<file path="config.mk">
export PLATFORM = sky130hd
export DESIGN_NAME = findmax_fsm
export DESIGN_NICKNAME = d
export VERILOG_FILES = /design/src/rtl/findmax_fsm.sv
export SDC_FILE = /design/constraint.sdc
export NUM_CORES = 1
export LEC_CHECK = 0
export CORE_ASPECT_RATIO = 1.5
export CORE_MARGIN = 2
export CORE_UTILIZATION = 57
export DETAILED_ROUTE_END_ITERATION = 12
export MAX_ROUTING_LAYER = met4
export PLACE_DENSITY_LB_ADDON = 0.3
export SETUP_SLACK_MARGIN = 0.15
export SLEW_MARGIN = 20
export SYNTH_ARGS = -nofsm -noshare
export SYNTH_HDL_FRONTEND = slang
export SYNTH_SLANG_ARGS = --single-unit
export TNS_END_PERCENT = 5
</file>
<file path="constraint.sdc">
create_clock -name clk -period 5.8 [get_ports clk]
set_clock_uncertainty 0.2 [all_clocks]
set_input_delay 0.58 -clock clk [delete_from_list [all_inputs] [get_ports clk]]
set_output_delay 0.58 -clock clk [all_outputs]
set_load 0.01 [all_outputs]
</file>
<file path="src/rtl/findmax_fsm.sv">
// Streaming maximum finder: scans a valid/ready sample stream and publishes the
// largest sample, the index of its first occurrence and the sample count.

module magComp #(
    parameter int WIDTH = 8
) (
    input  logic [WIDTH-1:0] a,
    input  logic [WIDTH-1:0] b,
    output logic             aGtB
);
    assign aGtB = a > b;
endmodule

module findmax_fsm #(
    parameter  int WIDTH  = 8,
    parameter  int MAXLEN = 16,
    localparam int CW     = $clog2(MAXLEN + 1)
) (
    input  logic             clk,
    input  logic             reset,
    input  logic             start,
    input  logic [WIDTH-1:0] din,
    input  logic             din_valid,
    input  logic             din_last,
    output logic             din_ready,
    output logic             busy,
    output logic [WIDTH-1:0] max_out,
    output logic [CW-1:0]    max_idx,
    output logic [CW-1:0]    count,
    output logic             max_valid
);
    typedef enum logic [1:0] {IDLE, FIRST, SCAN, DONE} stateT;

    localparam bit SINGLE_SAMPLE = (MAXLEN == 1);

    stateT            state, nextState;
    logic [WIDTH-1:0] maxReg;
    logic [CW-1:0]    idxReg;
    logic [CW-1:0]    cntReg;
    logic [CW-1:0]    cntNext;
    logic             transfer;
    logic             atLimit;
    logic             aGtB;

    magComp #(.WIDTH(WIDTH)) cmp (
        .a    (din),
        .b    (maxReg),
        .aGtB (aGtB)
    );

    assign transfer = din_valid & din_ready;
    assign cntNext  = cntReg + CW'(1);
    assign atLimit  = (cntNext == CW'(MAXLEN));

    always_ff @(posedge clk or posedge reset) begin
        if (reset) begin
            state <= IDLE;
        end else begin
            state <= nextState;
        end
    end

    always_comb begin
        nextState = state;
        din_ready = 1'b0;
        busy      = 1'b0;
        case (state)
            IDLE: begin
                if (start) begin
                    nextState = FIRST;
                end
            end
            FIRST: begin
                din_ready = 1'b1;
                busy      = 1'b1;
                if (transfer) begin
                    nextState = (din_last || SINGLE_SAMPLE) ? DONE : SCAN;
                end
            end
            SCAN: begin
                din_ready = 1'b1;
                busy      = 1'b1;
                if (transfer && (din_last || atLimit)) begin
                    nextState = DONE;
                end
            end
            DONE: begin
                busy      = 1'b1;
                nextState = IDLE;
            end
            default: nextState = IDLE;
        endcase
    end

    // Strict greater-than keeps the earlier index when a tie arrives.
    always_ff @(posedge clk or posedge reset) begin
        if (reset) begin
            maxReg    <= '0;
            idxReg    <= '0;
            cntReg    <= '0;
            max_out   <= '0;
            max_idx   <= '0;
            count     <= '0;
            max_valid <= 1'b0;
        end else begin
            case (state)
                IDLE: begin
                    if (start) begin
                        max_valid <= 1'b0;
                        cntReg    <= '0;
                    end
                end
                FIRST: begin
                    if (transfer) begin
                        maxReg <= din;
                        idxReg <= '0;
                        cntReg <= CW'(1);
                    end
                end
                SCAN: begin
                    if (transfer) begin
                        if (aGtB) begin
                            maxReg <= din;
                            idxReg <= cntReg;
                        end
                        cntReg <= cntNext;
                    end
                end
                DONE: begin
                    max_out   <= maxReg;
                    max_idx   <= idxReg;
                    count     <= cntReg;
                    max_valid <= 1'b1;
                end
                default: ;
            endcase
        end
    end
endmodule
</file>
==> results_slide.txt, run 1 <==
Implementation Results

Timing
  • Setup repair after global routing missed its margin: no
  • Total setup violations reported at the end of the flow: 0
  • Maximum clock frequency: about 340 MHz
  • Final slew viol count: 0
  • Total negative slack: 0 ps
  • Final Critical Period: 2900 ps

Floorplan
  • Die W: around 53 um
  • Top-level port count: 34
  • Area of the core region: 3420 sq um
  • Core utilization at floorplan: 59.7%
  • Die height: 77.3 um

Critical path
  • Endpoint of the worst setup timing path: maxReg[1]$_DFFE_PP0P_
  • Slowest stage cell on the critical path: o21ai_2
  • Crit path buf inv count: 2
  • Worst stage delay on the critical path: 700 ps
  • Reg2Reg Launch Point: state[0]$_DFFE_PP0P_
  • End of the worst register-to-register path: maxReg[1]$_DFFE_PP0P_
  • Arrival time at the worst endpoint: 2880 ps
  • Flop-to-flop setup slack: 2900 ps
  • Element type at the critical path start: flip-flop
  • Required time reported for the critical path endpoint: 5780 ps
  • Element type at the critical path end: flip-flop
  • Timing startpoint of the critical path: state[0]$_DFFE_PP0P_
  • Cell depth of the worst flop-to-flop path: 7
  • Worst path cell trace: inv_1, ha_1, inv_2, a21oi_1, nand3_1, o21ai_2, mux2_2

Global route
  • Number of antenna violations at the first check in global routing: 0

Clock tree
  • Maximum clock insertion buffer count: 2
  • Post-CTS repair timing setup buffer count: 0
  • Cts repair resizes: 0
  • Sinks on Clock Net: 39
  • Clock tree root driver cell: clkbuf_8
  • Count of hold buffers inserted by post-cts repair: 0
  • Clock tree from TritonCTS: done

Synthesis
  • Post-Synthesis Mean Instance Area: roughly 12 sq um
  • AND-OR/OR-AND Cells, Area Fraction: 7.23%
  • Commonest flop: dfrtp_1
  • Yosys chip area: 2040 sq um
  • Yosys warning tally: 0
  • Post-synth ARST share: 100%
  • Parity-gate share of the synthesized area counting xor and xnor cells: 0.429%
  • Top logic family: multiplexers
  • Instance count of the mapped netlist: 177
  • Yosys cell count: between 150 and 200
  • Library cells used by synthesis: 34
  • Leading cell type by number of instances after synthesis: dfrtp_1
  • Area fraction of the dominant cell type after synthesis: 47.8%
  • Net count of the mapped netlist: 205
  • Fraction of the mapped netlist area in simple logic gates: 10.9%
  • Ys flops: 39
  • Post-synthesis mux area share: 18.5%
  • Post-synthesis share of cell area spent on full adders, half adders and majority gates: 9.20%

Finish
  • Most frequent logic cell in the layout: dfrtp_1
  • Final cell area excluding filler cells: 2520 sq um
  • Finished Layout Cells: 254
  • Synth-to-Final Area Change: 23.3%
  • Fin util: 73.7%
  • Number of inserted diodes: 0
  • Largest registers: maxReg x8, max_out x8
  • Fraction of layout cells with a size suffix above 1: 18.4%

Drt
  • Post-DRT Antenna Nets: 0
  • Number of design-rule violations left by the first detailed-router iteration: 49
  • Number of DRC violations after detailed routing: 0

Pwr
  • Final Total Pwr: about 1.3 mW
  • Ratio of total power to cell area: 528 nW/um^2

Min path
  • Hold Path Stages: 1
  • Start point of the worst min-delay path: idxReg[3]$_DFFE_PP0P_

Placement
  • # placed instances: 246
  • Dpl cell area: 2380 sq um
  • Routability congestion estimate: 0.843
  • Port Buffer Count: 33

Outcome
  • Result of the run: finished clean

Flow run
  • Max cap viols: 0
==> run 1: power by group <==
part	total (mW)	internal [mW]	switching [mW]
Sequential	0.432	0.363	0.0699
Combinational	0.627	0.331	0.296
Clock	0.270	0.172	0.0980
==> run 1: layout make-up <==
class / count / area (sq um)
timing repair buffer: 34 / 338
tap: 42 / 52.6
clock buffer: 6 / 72.6
fill: 239 / 900
inverter: 20 / 75.1
clock inverter: 2 / 60.1
multi-input combinational: 111 / 942
sequential: 39 / 976
==> run 1: metal layers <==
metal  part of all wire (%)  up-vias  track usage [%]
li1                       -      681                -
met1                     40      732             28.2
met2                     54       33             39.3
met3                    3.8        6             5.45
met4                    1.4        0             7.44
met5                      0        -                -
Figure 1. Signal metal coverage by tile (run 1).
The die is cut into 11 by 15 equal tiles; dark blue is low, red is high, scaled to the fullest tile. Values are wire area over tile area, all layers added.
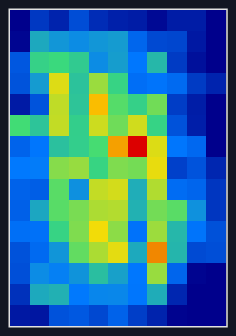
emptiest ninth of the die: north-east
densest ninth of the die: centre
mean over tiles: 0.16
average wire per cell in the routed design: 16.0 um
Vias: 1452
global-route total usage across every layer: 23.8%
total wire length after detailed routing: 4060 um

Figure 2. Sequential cells coloured by netlist name (run 1).
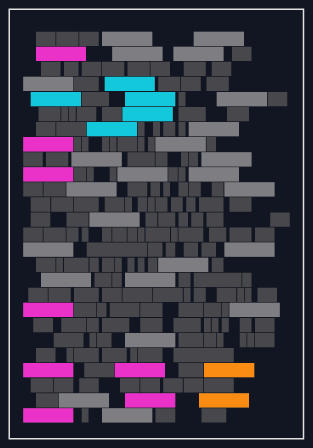
| name in the netlist | colour | sequential cells |
|---|---|---|
| max_out | magenta | 8 |
| state | orange | 2 |
| idxReg | cyan | 5 |

Figure 3. Clock distribution (run 1).
Bar = 20 um.
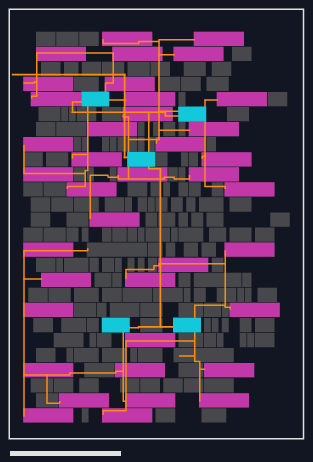
[flip-flops] magenta | count: 39
[cells driving clock nets] cyan | count: 5
[clock wires] orange | length: 499 um
flops lie: spread over the die
clock-net power: 0.270 mW
fraction of power consumed by the clock network: 20.3%
later-pin clock latency in the skew report: 300 ps

==> run 2, diff against run 1 <==
Settings changed: CORE_UTILIZATION 57 to 53.
Clock period 5.8 ns to 2.8 ns, I/O delays scaled along.
==> run 2 against run 1 <==
Compared with the run above: non-clock buffer count up 5; worst setup slack worse by 2600 ps; utilization down 5.5 points; largest power group unchanged.
==> results_slide.txt, run 2 <==
Implementation Results

Clock tree
  • Maximum clock insertion buffer count: 2 (unchanged)
  • Maximum level of the CTS H-tree: 2
  • Sinks on Clock Net: 39 (unchanged)
  • Clock tree root driver cell: clkbuf_8
  • Count of hold buffers inserted by post-cts repair: 0 (unchanged)
  • Clock tree from TritonCTS: done
  • Number of CTS-inserted buffers: 5
  • Later-pin clock latency in the skew report: 300 ps (about the same)
  • Cts repair resizes: 0 (unchanged)
  • Clock-pin slew reported for the worst setup and hold paths after clock tree synthesis: about 80 ps
  • Post-CTS repair timing setup buffer count: 0 (unchanged)

Critical path
  • Element type at the critical path end: output port
  • Required time reported for the critical path endpoint: 2320 ps (-3460 ps)
  • Slowest stage cell on the critical path: clkdlybuf4s50_1
  • Element type at the critical path start: flip-flop
  • Arrival time at the worst endpoint: 2000 ps (-880 ps)
  • Reg2Reg Launch Point: state[0]$_DFFE_PP0P_
  • Flop-to-flop setup slack: 400 ps (-2500 ps)
  • End of the worst register-to-register path: maxReg[6]$_DFFE_PP0P_
  • Worst setup path category: flip-flop to output port
  • Critical path fanouts, max: 12
  • Cell depth of the worst flop-to-flop path: 6 (-1)
  • Worst path cell trace: inv_1, ha_1, clkdlybuf4s50_1
  • Worst stage delay on the critical path: 620 ps (-80 ps)

Drt
  • Met2 wire length: 2260 um (+2.4%)
  • Wire length on met3: 176 um (+15%)
  • Total wire length after detailed routing: 4160 um (+2.6%)
  • Vias/cell: between 5 and 6
  • Number of DRC violations after detailed routing: 0 (unchanged)
  • Vias: 1480 (+1.9%)
  • Metal1 wirelength: 1640 um (+0.24%)
  • Average wire per cell in the routed design: 16.0 um (+0.20%)
  • Post-DRT Antenna Nets: 0 (unchanged)
  • DR top layer: met4
  • Number of design-rule violations left by the first detailed-router iteration: 37 (-24%)

Synthesis
  • Post-Synthesis Mean Instance Area: 11.5 sq um (unchanged)
  • Top logic family: multiplexers
  • Instance count of the mapped netlist: 177 (unchanged)
  • Library cells used by synthesis: 34 (unchanged)
  • Yosys warning tally: 0 (unchanged)
  • Count of flip-flops with a built-in enable after synthesis: 0
  • Ys flops: 39 (unchanged)
  • Cell accounting for the most synthesized area: dfrtp_1
  • Post-synthesis mux area share: 18.5% (unchanged)
  • Fraction of the mapped netlist area in simple logic gates: 10.9% (unchanged)
  • Yosys cell count: 177 (unchanged)
  • Area fraction of the dominant cell type after synthesis: 47.8% (unchanged)
  • Parity-gate share of the synthesized area counting xor and xnor cells: 0.429% (unchanged)
  • Commonest flop: dfrtp_1
  • Post-synthesis share of cell area spent on full adders, half adders and majority gates: 9.20% (unchanged)
  • Leading cell type by number of instances after synthesis: dfrtp_1
  • Portion of the post-synthesis area used by sequential elements: between 40% and 50%
  • Post-synth ARST share: 100% (unchanged)
  • Net count of the mapped netlist: 205 (unchanged)
  • Post-synth top cells: 39 x dfrtp_1, 21 x mux2_2, 19 x inv_1
  • AND-OR/OR-AND Cells, Area Fraction: 7.23% (unchanged)
  • Yosys chip area: 2040 sq um (unchanged)

Timing
  • Final slew viol count: 0 (unchanged)
  • Setup WS post-layout: ~320 ps
  • Total setup violations reported at the end of the flow: 0 (unchanged)
  • Worst Hold Slack: 194 ps
  • Ratio of final minimum period to clock period: between 80% and 90%
  • Maximum clock frequency: 403 MHz
  • Final-report hold violation count: 0
  • Setup repair after global routing missed its margin: no
  • Slew margin rel.: roughly 59%
  • Final Critical Period: 2480 ps
  • Total negative slack: 0 ps (unchanged)

Finish
  • Synth-to-Final Area Change: 23.1%
  • Invs w/o clock: 20 (unchanged)
  • Largest registers: maxReg x8, max_out x8
  • Number of inserted diodes: 0 (unchanged)
  • Final cell area excluding filler cells: 2510 sq um (-0.20%)
  • Count of non-CTS buffers in the layout: 39 (+15%)
  • Most area-hungry cell class in the final design: registers
  • Finished Layout Cells: 260 (+2.4%)
  • Fraction of layout cells with a size suffix above 1: 20.7% (+2.3 points)
  • Total of fill cells in the finished design: 279 (+17%)
  • Signal buf overhead: 14.9% (+1.5 points)
  • Most frequent logic cell in the layout: dfrtp_1
  • Combined area of the multi-input logic cells: 942 sq um (unchanged)
  • Final sequential cell count: 39 (unchanged)
  • Flop share of the area: 38.9% (+0.077 points)
  • Clock buf count: 5 (-1)
  • Fraction of area in multi-input gates: 37.5% (+0.075 points)
  • Proportion of cell area spent on the clock network: 3.54% (-1.7 points)
  • Count of multi-input gates: 111 (unchanged)

Floorplan
  • Die W: 54.7 um (+3.4%)
  • Total number of tap cells: 43 (+2.4%)
  • Area of the core region: 3680 sq um (+7.8%)
  • Die footprint: 4370 sq um
  • Die height: 80.0 um (+3.5%)
  • Core utilization at floorplan: 55.4% (-4.3 points)
  • Top-level port count: 34 (unchanged)
  • Cell Rows: 27

Placement
  • # placed instances: 250 (+1.6%)
  • Port Buffer Count: 33 (unchanged)
  • Routability congestion estimate: 0.772 (-8.3%)
  • Dpl cell area: 2410 sq um (+1.0%)

Pwr
  • Sequential cell power: 0.897 mW (+110%)
  • Internal Dissipation: 1.66 mW (+91%)
  • Combinational power: 1.36 mW (+120%)
  • Fraction of power consumed by the clock network: 14.5% (-5.8 points)
  • Final Total Pwr: 2.65 mW (+99%)
  • Part of the power in combinational logic: 51.6% (+4.4 points)
  • Clock-net power: 0.384 mW (+42%)
  • Sw Ratio: 37.4% (+2.5 points)
  • Total net switching power: 0.989 mW (+110%)
  • Seq pwr share: 33.9% (+1.4 points)
  • Top Consumer: combinational cells
  • Ratio of total power to cell area: 1050 nW/um^2 (+99%)

Global route
  • Global-route total usage across every layer: 23.3% (-0.47 points)
  • Most used routing layer: met2
  • Met1 demand-to-capacity share in global routing: 25.6% (-2.6 points)
  • Met2 usage in global routing: 38.5% (-0.80 points)
  • Met3 routing resource usage after global routing: 5.62% (+0.17 points)
  • Wire length of the first global-routing pass: 7050 um
  • Maximum number of pins on one net before global-route repair: approximately 40
  • Number of antenna violations at the first check in global routing: 0 (unchanged)
  • Overflow left after global routing: 0

Outcome
  • Result of the run: finished clean

Flow run
  • Number of warnings in the stage logs: 31
  • Max cap viols: 0 (unchanged)
## run 2: cell counts after synthesis
Identical to the previous run, type by type.
## run 2: how the worst max path moves through the flow
stage                              start               endpoint  slack (ps)  cells after the start
floorplan           state[0]$_DFFE_PP0P_  cntReg[4]$_DFFE_PP0P_         670                      8
global placement                  din[6]  maxReg[1]$_DFFE_PP0P_         220                      7
detailed placement                din[1]  idxReg[4]$_DFFE_PP0P_         110                      8
CTS                 state[0]$_DFFE_PP0P_              din_ready         310                      3
global route        state[0]$_DFFE_PP0P_              din_ready         220                      3
finish              state[0]$_DFFE_PP0P_              din_ready         320                      3
## run 2: critical path: cells and delay by family, from the launching register on
kind | cells | cell delay [ps]
buf+inv | 2 | 740
fa+ha+maj | 1 | 540
flops | 1 | 440
Figure 4. Sequential cells coloured by netlist name (run 2).
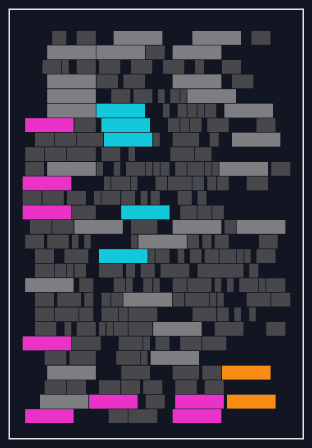
| name in the netlist | colour | sequential cells |
|---|---|---|
| max_out | magenta | 8 |
| state | orange | 2 |
| idxReg | cyan | 5 |
Storage cell area: 976 sq um
fin util: 68.2%

Figure 5. Cell classes on the final placement (run 2).
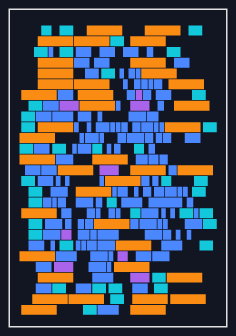
| class | colour | cells |
|---|---|---|
| other buffers and delay cells | cyan | 39 |
| flops | orange | 39 |
| all other logic | blue | 131 |
| clock drivers and dummy loads | purple | 8 |

Power figures rest on the tool's default switching activity, not on a simulated workload.
